[config.mk]
export PLATFORM = sky130hd
export DESIGN_NAME = rtc_bus_interface
export DESIGN_NICKNAME = d
export VERILOG_FILES = /design/src/rtl/rtc_bus_interface_pkg.sv /design/src/rtl/rtc_bus_interface_phase_timer.sv /design/src/rtl/rtc_bus_interface.sv
export SDC_FILE = /design/constraint.sdc
export NUM_CORES = 1
export LEC_CHECK = 0
export ABC_CLOCK_PERIOD_IN_PS = 3200
export CORE_UTILIZATION = 51
export DETAILED_ROUTE_END_ITERATION = 7
export GPL_ROUTABILITY_DRIVEN = 0
export PLACE_DENSITY = 0.79
export SETUP_SLACK_MARGIN = 0.5
export SLEW_MARGIN = 20
export SYNTH_ARGS = -nofsm -noshare
export SYNTH_HDL_FRONTEND = slang
export SYNTH_SLANG_ARGS = --single-unit
[constraint.sdc]
create_clock -name clock -period 3.2 [get_ports clock]
set_clock_uncertainty 0.1 [all_clocks]
set_input_delay 0.64 -clock clock [delete_from_list [all_inputs] [get_ports clock]]
set_output_delay 0.64 -clock clock [all_outputs]
set_load 0.01 [all_outputs]
[src/rtl/rtc_bus_interface_pkg.sv]
// Shared definitions for the PicoBlaze-to-RTC multiplexed bus bridge:
// port map, register bit positions, timing defaults, FSM states and bus drive encoding.
package rtc_bus_interface_pkg;

    localparam logic [7:0] PORT_ADDR   = 8'h10;
    localparam logic [7:0] PORT_WDATA  = 8'h11;
    localparam logic [7:0] PORT_CMD    = 8'h12;
    localparam logic [7:0] PORT_STATUS = 8'h13;
    localparam logic [7:0] PORT_RDATA  = 8'h14;

    localparam int CMD_WRITE_BIT   = 0;
    localparam int STATUS_BUSY_BIT = 0;
    localparam int STATUS_DONE_BIT = 1;

    localparam int T_PHASE_DEFAULT = 10;
    localparam int T_GAP_DEFAULT   = 4;

    typedef enum logic [2:0] {
        ST_IDLE,
        ST_A_SETUP,
        ST_A_STROBE,
        ST_A_HOLD,
        ST_D_SETUP,
        ST_D_STROBE,
        ST_D_HOLD,
        ST_GAP
    } rtc_state_e;

    typedef struct packed {
        logic       cs_n;
        logic       rd_n;
        logic       wr_n;
        logic       ad;
        logic       oe;
        logic [7:0] data;
    } bus_t;

    localparam bus_t BUS_IDLE = '{cs_n: 1'b1, rd_n: 1'b1, wr_n: 1'b1, ad: 1'b1, oe: 1'b0, data: 8'h00};

    function automatic rtc_state_e next_state(rtc_state_e s);
        rtc_state_e n;
        case (s)
            ST_A_SETUP:  n = ST_A_STROBE;
            ST_A_STROBE: n = ST_A_HOLD;
            ST_A_HOLD:   n = ST_D_SETUP;
            ST_D_SETUP:  n = ST_D_STROBE;
            ST_D_STROBE: n = ST_D_HOLD;
            ST_D_HOLD:   n = ST_GAP;
            default:     n = ST_IDLE;
        endcase
        return n;
    endfunction

    // Bus pin values for a state; read and write strobes are mutually exclusive by construction.
    function automatic bus_t bus_drive(rtc_state_e s, logic wr, logic [7:0] addr, logic [7:0] data);
        bus_t b;
        b = BUS_IDLE;
        case (s)
            ST_A_SETUP, ST_A_STROBE, ST_A_HOLD: begin
                b.cs_n = 1'b0;
                b.ad   = 1'b0;
                b.oe   = 1'b1;
                b.data = addr;
                b.wr_n = (s != ST_A_STROBE);
            end
            ST_D_SETUP, ST_D_STROBE, ST_D_HOLD: begin
                b.cs_n = 1'b0;
                b.ad   = 1'b1;
                if (wr) begin
                    b.oe   = 1'b1;
                    b.data = data;
                    b.wr_n = (s != ST_D_STROBE);
                end else begin
                    b.rd_n = (s != ST_D_STROBE);
                end
            end
            default: b = BUS_IDLE;
        endcase
        return b;
    endfunction

endpackage

[src/rtl/rtc_bus_interface_phase_timer.sv]
// Reloadable down-counter: load sets the remaining cycles minus one, tc flags the last cycle.
module rtc_phase_timer #(
    parameter int W = 4
) (
    input  logic         clock,
    input  logic         reset,
    input  logic         load,
    input  logic [W-1:0] load_val,
    output logic         tc
);

    logic [W-1:0] cnt_q;

    always_ff @(posedge clock) begin
        if (!reset) begin
            cnt_q <= '0;
        end else if (load) begin
            cnt_q <= load_val;
        end else if (cnt_q != '0) begin
            cnt_q <= cnt_q - 1'b1;
        end
    end

    assign tc = (cnt_q == '0);

endmodule

[src/rtl/rtc_bus_interface.sv]
// PicoBlaze I/O-port bridge to a multiplexed-address/data RTC bus.
// Strobes are single-cycle qualifiers: a write/read takes effect on the rising edge where its strobe is high.
module rtc_bus_interface
    import rtc_bus_interface_pkg::*;
#(
    parameter int T_PHASE = T_PHASE_DEFAULT,
    parameter int T_GAP   = T_GAP_DEFAULT
) (
    input  logic       clock,
    input  logic       reset,
    input  logic [7:0] port_id,
    input  logic [7:0] out_port,
    input  logic       write_strobe,
    input  logic       read_strobe,
    output logic [7:0] in_port,
    output logic       rtc_cs_n,
    output logic       rtc_rd_n,
    output logic       rtc_wr_n,
    output logic       rtc_ad,
    output logic [7:0] ad_out,
    output logic       ad_oe,
    input  logic [7:0] ad_in,
    output logic       busy
);

    localparam int CNT_MAX = (T_PHASE > T_GAP) ? T_PHASE : T_GAP;
    localparam int CW      = (CNT_MAX > 1) ? $clog2(CNT_MAX) : 1;
    localparam logic [CW-1:0] PHASE_LOAD = CW'(T_PHASE - 1);
    localparam logic [CW-1:0] GAP_LOAD   = CW'(T_GAP - 1);

    rtc_state_e  state_q, state_d;
    logic [7:0]  addr_q, wdata_q, rdata_q;
    logic [7:0]  tx_addr_q, tx_data_q;
    logic        tx_wr_q;
    logic        done_q, busy_q;
    bus_t        bus_q;

    logic        cmd_wr, status_rd, start, advance, tc;
    logic        timer_load;
    logic [CW-1:0] timer_val;
    logic        wr_sel;
    logic [7:0]  addr_sel, data_sel;

    assign cmd_wr    = write_strobe && (port_id == PORT_CMD);
    assign status_rd = read_strobe && (port_id == PORT_STATUS);
    assign start     = cmd_wr && (state_q == ST_IDLE);
    assign advance   = (state_q != ST_IDLE) && tc;

    always_comb begin
        state_d = state_q;
        if (start) begin
            state_d = ST_A_SETUP;
        end else if (advance) begin
            state_d = next_state(state_q);
        end
    end

    assign timer_load = start || advance;
    assign timer_val  = (state_d == ST_GAP) ? GAP_LOAD : PHASE_LOAD;

    // On the accepting edge the transaction registers are not yet loaded, so drive from the staging values.
    assign wr_sel   = start ? out_port[CMD_WRITE_BIT] : tx_wr_q;
    assign addr_sel = start ? addr_q  : tx_addr_q;
    assign data_sel = start ? wdata_q : tx_data_q;

    rtc_phase_timer #(.W(CW)) u_timer (
        .clock    (clock),
        .reset    (reset),
        .load     (timer_load),
        .load_val (timer_val),
        .tc       (tc)
    );

    always_ff @(posedge clock) begin
        if (!reset) begin
            state_q   <= ST_IDLE;
            addr_q    <= 8'h00;
            wdata_q   <= 8'h00;
            rdata_q   <= 8'h00;
            tx_addr_q <= 8'h00;
            tx_data_q <= 8'h00;
            tx_wr_q   <= 1'b0;
            done_q    <= 1'b0;
            busy_q    <= 1'b0;
            bus_q     <= BUS_IDLE;
        end else begin
            if (write_strobe && (port_id == PORT_ADDR)) begin
                addr_q <= out_port;
            end
            if (write_strobe && (port_id == PORT_WDATA)) begin
                wdata_q <= out_port;
            end
            if (start) begin
                tx_addr_q <= addr_q;
                tx_data_q <= wdata_q;
                tx_wr_q   <= out_port[CMD_WRITE_BIT];
            end
            if ((state_q == ST_D_STROBE) && tc && !tx_wr_q) begin
                rdata_q <= ad_in;
            end
            // Completion outranks a coincident clear so a STATUS poll cannot lose it.
            if ((state_q == ST_GAP) && tc) begin
                done_q <= 1'b1;
            end else if (status_rd || start) begin
                done_q <= 1'b0;
            end
            state_q <= state_d;
            busy_q  <= (state_d != ST_IDLE);
            bus_q   <= bus_drive(state_d, wr_sel, addr_sel, data_sel);
        end
    end

    always_comb begin
        in_port = 8'h00;
        case (port_id)
            PORT_STATUS: begin
                in_port[STATUS_BUSY_BIT] = busy_q;
                in_port[STATUS_DONE_BIT] = done_q;
            end
            PORT_RDATA:  in_port = rdata_q;
            default:     in_port = 8'h00;
        endcase
    end

    assign rtc_cs_n = bus_q.cs_n;
    assign rtc_rd_n = bus_q.rd_n;
    assign rtc_wr_n = bus_q.wr_n;
    assign rtc_ad   = bus_q.ad;
    assign ad_oe    = bus_q.oe;
    assign ad_out   = bus_q.data;
    assign busy     = busy_q;

endmodule

Figure 1. Met1 routing (run 1).
Scale bar: 20 µm.
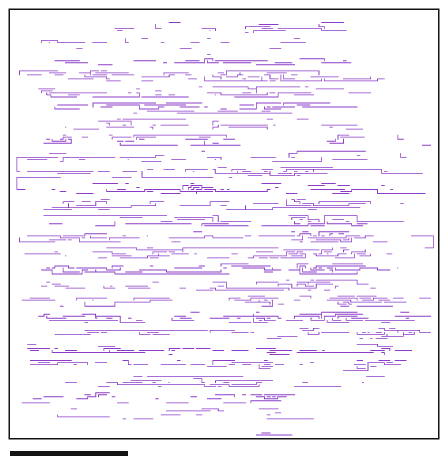
The wires run mostly horizontal. 310 nets have wire on it. The layer holds 45% of the routed length.
GR Util met1: 0.255
Detailed Route WL: 5.10 mm

Figure 2. Metal 2 (run 1).
Scale bar: 20 µm. Cells faint in the background.
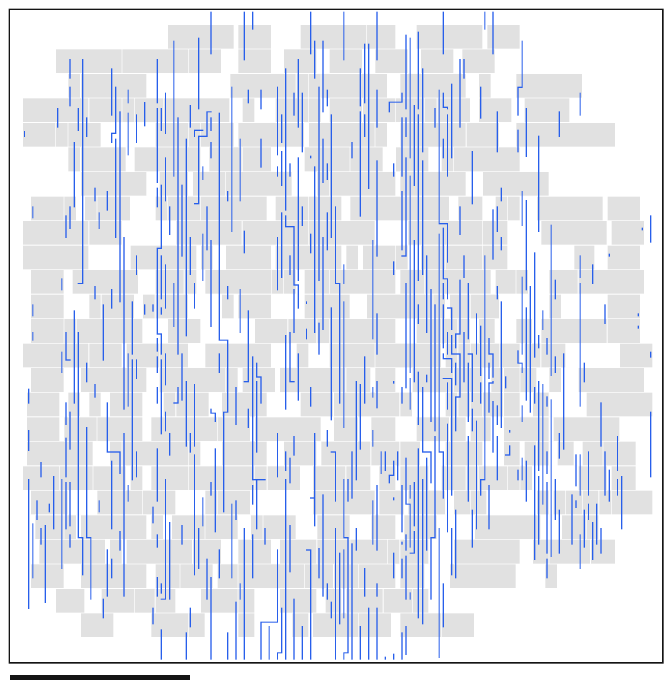
The layer holds 49% of the routed length. The layer carries 2510 µm of wire.
via count: 1991
met2 GRT Util: 0.348

Figure 3. Met3 routing (run 1).
Scale bar: 20 µm. Cells faint in the background.
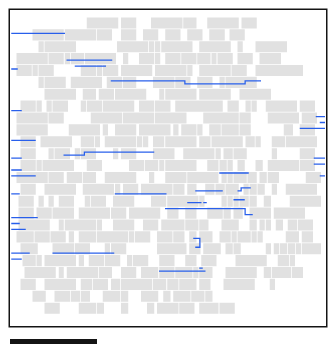
The layer holds 4.3% of the routed length. The wires run mostly horizontal. The longest straight run is 18.2 µm. 28 nets have wire on it.
GRT met3 Usage: 0.0917

-- run 1: worst register-to-register path, delay by kind of cell (launching register included) --
kind | cells | cell delay, ns
fa+ha+maj | 1 | 0.24
mux | 1 | 0.23
simple gates | 4 | 1.15
buf+inv | 2 | 0.26
flops | 1 | 0.33
-- run 1: synthesized netlist by cell type (3+ instances only) --
cell,count,area share
or3_1,3,0.0074
a21oi_1,5,0.0099
nor3_1,3,0.0060
dfxtp_1,63,0.50
o21ai_0,7,0.014
and2_1,7,0.017
nor2_1,48,0.071
buf_2,4,0.0079
o2bb2ai_1,8,0.028
clkbuf_1,10,0.015
mux2i_1,41,0.16
nand2_1,12,0.018
inv_1,5,0.0074
==> summary.txt, run 1 <==
Die Y: 72.3 µm
count of library flops with an enable pin: 0
post-layout util: 0.718
Synth warnings: 0
tool warning count: 29
fp_density: 0.531
Comb gate area: 1190 µm²
share of synthesized registers carrying an async set or reset: 0
Placed Cells: 368
# IOs: 50
simple share: 0.184
Wirelength per Cell: 13.1 µm
layout cells sized above 1: 0.193
final net count: 346
Synth Area per Inst: 9.97 µm²
routed wl met3: 217 µm
max_cap viols: 0
non-filler instance count after layout: 389
Buf+Inv Stages, Crit Path: 4
Hold WS: 0.394 ns
Layout area overhead: 35.4%
DR vias/cell: 5.12
Worst EP required: 2.46 ns
Tmin final: 3.07 ns
most numerous logic cell after layout: dfxtp_1
hold path cells: 2
Switching Share: 0.236
register share after synthesis: 0.500
antenna cells: 0
flop share of the area: 0.369
setup violators final: 0
design area: 3420 µm²
PD cells: 542 nW/µm²
first-pass detailed-route iteration total: 4
CP Capture Type: output pin
Pwr top: registers
invs w/o clock: 5
WP data arrival: 2.33 ns
unrepaired setup endpoints after global routing: yes
DRT iter0 DRCs: 133
Sequential Area: 1260 µm²
num rows: 25
Core ar.: 4750 µm²
final hold violation count: 0
CP startpoint: port_id[5]
I/O Buffers: 49
hold path start: rdata_q[4]
Cell variety after synth: 42
Yosys reg bits: 63
max layer used: met4
WHS Endpoint: rdata_q[4]
yosys stat area: 2520 µm²
Net Sw Power: 0.000436 W
Worst path max stage delay: 0.53 ns
sequential cell power: 0.000828 W
first-pass GRT wire length: 8.47 mm
# clk buffers: 13
CTS buffer count: 9
most frequent CP cell: buf_6
grt ovf: 0
syn_nets: 282
Int Pwr: 0.00141 W
die span in x: 72.3 µm
Post-Syn Instances: 253
Cell Area, Synth: 2520 µm²
status: complete, no violations
Clk power: 0.000763 W
GRT Overall Usage: 0.215
worst-skew pair later-pin latency: 0.33 ns
setup slack at placement: -0.525 ns
part of the cycle the worst path needs: 0.959
P_leak: 1.54 nW
max frequency: 326 MHz
Critical Path Fanout Max: 3
adder share: 0.00496
Critical Path Sink: in_port[7]
chip area: 5230 µm²
R2R depth: 8
Sink Count: 63
Longest Clk Path Bufs: 2
Non-clock buffers: 69
Comb. pwr: 0.000260 W
Biggest Area Class: sequential cells
comb area leader: simple AND/OR/NAND/NOR gates
HPWL Detailed: 3.50 mm
--- run 2 (diff from run 1) ---
--- a/config.mk
+++ b/config.mk
@@ -5,7 +5,7 @@
 export SDC_FILE = /design/constraint.sdc
 export NUM_CORES = 1
 export LEC_CHECK = 0
-export ABC_CLOCK_PERIOD_IN_PS = 3200
+export ABC_CLOCK_PERIOD_IN_PS = 3360
 export CORE_UTILIZATION = 51
 export DETAILED_ROUTE_END_ITERATION = 7
 export GPL_ROUTABILITY_DRIVEN = 0
==> constraint.sdc (replaced) <==
create_clock -name clock -period 3.36 [get_ports clock]
set_clock_uncertainty 0.1 [all_clocks]
set_input_delay 0.672 -clock clock [delete_from_list [all_inputs] [get_ports clock]]
set_output_delay 0.672 -clock clock [all_outputs]
set_load 0.1 [all_outputs]
==> run 2 against run 1 <==
Register-to-register slack improved by 0.13 ns. Non-clock buffer count fell by 6. Cell area rose by 1.7%. Die size did not move. Sequential share of layout area fell by 0.61 points. Worst setup slack improved by 0.12 ns. Total power fell by 4.2%. Synthesized cell count did not move. Critical path depth fell by 1. Clock-buffer cell count fell by 4. Core utilization rose by 1.2 points. Critical endpoint is now in_port[4]. Largest cell class unchanged. Highest routed layer unchanged.
==> summary.txt, run 2 <==
status: complete, no violations (unchanged)
first-pass detailed-route iteration total: 4 (unchanged)
register share after synthesis: 0.500 (unchanged)
most common library cells after synthesis: dfxtp_1 (63), nor2_1 (48), mux2i_1 (41) (unchanged)
Top cells excl fill/tap: dfxtp_1 (63), nor2_1 (48), mux2i_1 (41) (unchanged)
invs w/o clock: 5 (unchanged)
unrepaired setup endpoints after global routing: yes (unchanged)
CTS buffer count: 9 (unchanged)
Top-area cell share: 0.500 (unchanged)
antenna cells: 0 (unchanged)
Switching Share: 0.258 (was 0.236)
GRT Overall Usage: 0.218 (was 0.215)
hold path cells: 2 (unchanged)
yosys cell count: 253 (unchanged)
grt ovf: 0 (unchanged)
Cell variety after synth: 42 (unchanged)
Critical Path Fanout Max: 8 (was 3)
Pwr top: registers (unchanged)
hold path start: wdata_q[1] (was rdata_q[4])
simple share: 0.184 (unchanged)
post-layout util: 0.731 (was 0.718)
max_cap viols: 0 (unchanged)
Placed Cells: 365 (was 368)
flop share of the area: 0.363 (was 0.369)
most frequent CP cell: buf_12 (was buf_6)
Layout area overhead: 37.7% (was 35.4%)
worst-skew pair later-pin latency: 0.34 ns (was 0.33 ns)
tool warning count: 29 (unchanged)
Comb. pwr: 0.000250 W (was 0.000260 W)
fp_density: 0.531 (unchanged)
WP data arrival: 2.33 ns (about the same)
count of library flops with an enable pin: 0 (unchanged)
Sink Count: 63 (unchanged)
DRT met1 WL: 2.27 mm (was 2.32 mm)
Synth warnings: 0 (unchanged)
routed wl met3: 181 µm (was 217 µm)
comb area leader: simple AND/OR/NAND/NOR gates (unchanged)
fillers: 353 (was 367)
part of the cycle the worst path needs: 0.924
Core ar.: 4750 µm² (unchanged)
CP startpoint: port_id[5] (unchanged)
layout cells sized above 1: 0.247 (was 0.193)
Non-clock buffers: 63 (was 69)
# clk buffers: 9 (was 13)
CP Capture Type: output pin (unchanged)
first-pass GRT wire length: 8.63 mm (was 8.47 mm)
P_leak: 1.57 nW (was 1.54 nW)
Sequential Area: 1260 µm² (unchanged)
sequential cell power: 0.000787 W (was 0.000828 W)
DRT iter0 DRCs: 125 (was 133)
Synth area leader: dfxtp_1 (unchanged)
most numerous logic cell after layout: dfxtp_1 (unchanged)
Largest cells by area: dfxtp_1 (50%), mux2i_1 (16%), nor2_1 (7.1%) (unchanged)
I/O Buffers: 49 (unchanged)
non-filler instance count after layout: 383 (was 389)
Cell Area, Synth: 2520 µm² (unchanged)
Worst path max stage delay: 0.52 ns (was 0.53 ns)
Clock Power Share: 0.415 (was 0.412)
DR vias/cell: 5.06 (was 5.12)
adder share: 0.00496 (unchanged)
Tmin final: 3.10 ns
Buf+Inv Stages, Crit Path: 3 (was 4)
Post-Syn Instances: 253 (unchanged)
setup violators final: 0 (unchanged)
final net count: 340 (was 346)
Wirelength per Cell: 13.4 µm (was 13.1 µm)
final hold violation count: 0 (unchanged)
chip area: 5230 µm² (unchanged)
Synth Area per Inst: 9.97 µm² (unchanged)
Biggest Area Class: sequential cells (unchanged)
Longest Clk Path Bufs: 2 (unchanged)
Clk power: 0.000736 W (was 0.000763 W)
Yosys reg bits: 63 (unchanged)
R2R depth: 8 (unchanged)
HPWL Detailed: 3.51 mm (was 3.50 mm)
die span in x: 72.3 µm (unchanged)
via count: 1939 (was 1991)
Die Y: 72.3 µm (unchanged)
Post-route DRC: 0 (unchanged)
PD cells: 511 nW/µm² (was 542 nW/µm²)
Net Sw Power: 0.000457 W (was 0.000436 W)
Worst EP required: 2.59 ns (was 2.46 ns)
share of synthesized registers carrying an async set or reset: 0 (unchanged)
Comb gate area: 1220 µm² (was 1190 µm²)
most common cell in the netlist: dfxtp_1 (unchanged)
Int Pwr: 0.00132 W (was 0.00141 W)
max layer used: met4 (unchanged)
comb_multi_in: 169 (unchanged)
yosys stat area: 2520 µm² (unchanged)
# IOs: 50 (unchanged)
max frequency: 322 MHz
syn_nets: 282 (unchanged)
num rows: 25 (unchanged)
==> run 2: cell counts after synthesis <==
No cell type changed its count.
==> run 2: final timing paths <==
check                                   to  slack [ns]
worst min-delay path            wdata_q[1]        0.40
worst max register to register  rdata_q[0]        0.92
worst min register to register  wdata_q[1]        0.40
worst max-delay path            in_port[4]        0.26
==> run 2: per-stage QoR <==
stage / TNS (ns) / setup WS (ns) / total power, W / cell area [µm²] / hold WS [ns]
floorplan: 0 / 0.316 / 0.000967 / 2570 / 0.360
global placement: -0.346 / -0.0511 / 0.00105 / 3230 / 0.371
detailed placement: -0.369 / -0.0563 / 0.00105 / 3230 / 0.383
CTS: 0 / 0.195 / 0.00179 / 3460 / 0.402
global route: 0 / 0.214 / 0.00185 / 3470 / 0.436
finish: 0 / 0.255 / 0.00177 / 3470 / 0.398
Figure 4. Met1 routing (run 2).
Scale bar: 20 µm.
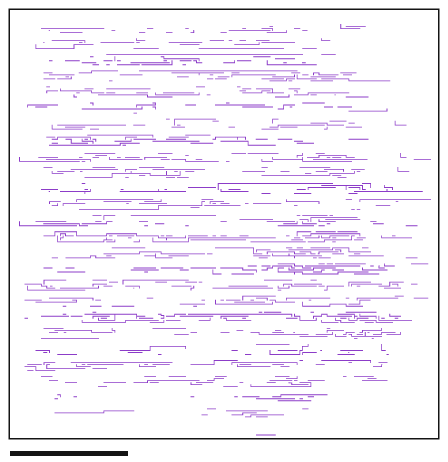
The longest straight run is 33.1 µm. The wires run mostly horizontal. The layer holds 44% of the routed length. 309 nets have wire on it.
Detailed Route WL: 5.12 mm
GR Util met1: 0.255

Figure 5. Track usage over the die (run 2).
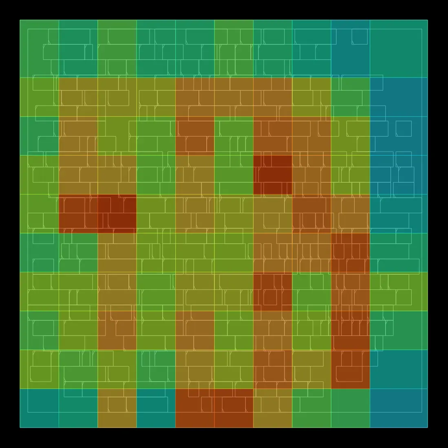
met2 GRT Util: 0.370
GRT met3 Usage: 0.0681
global route hottest layer: met2

Power and IR drop assume default switching activity.
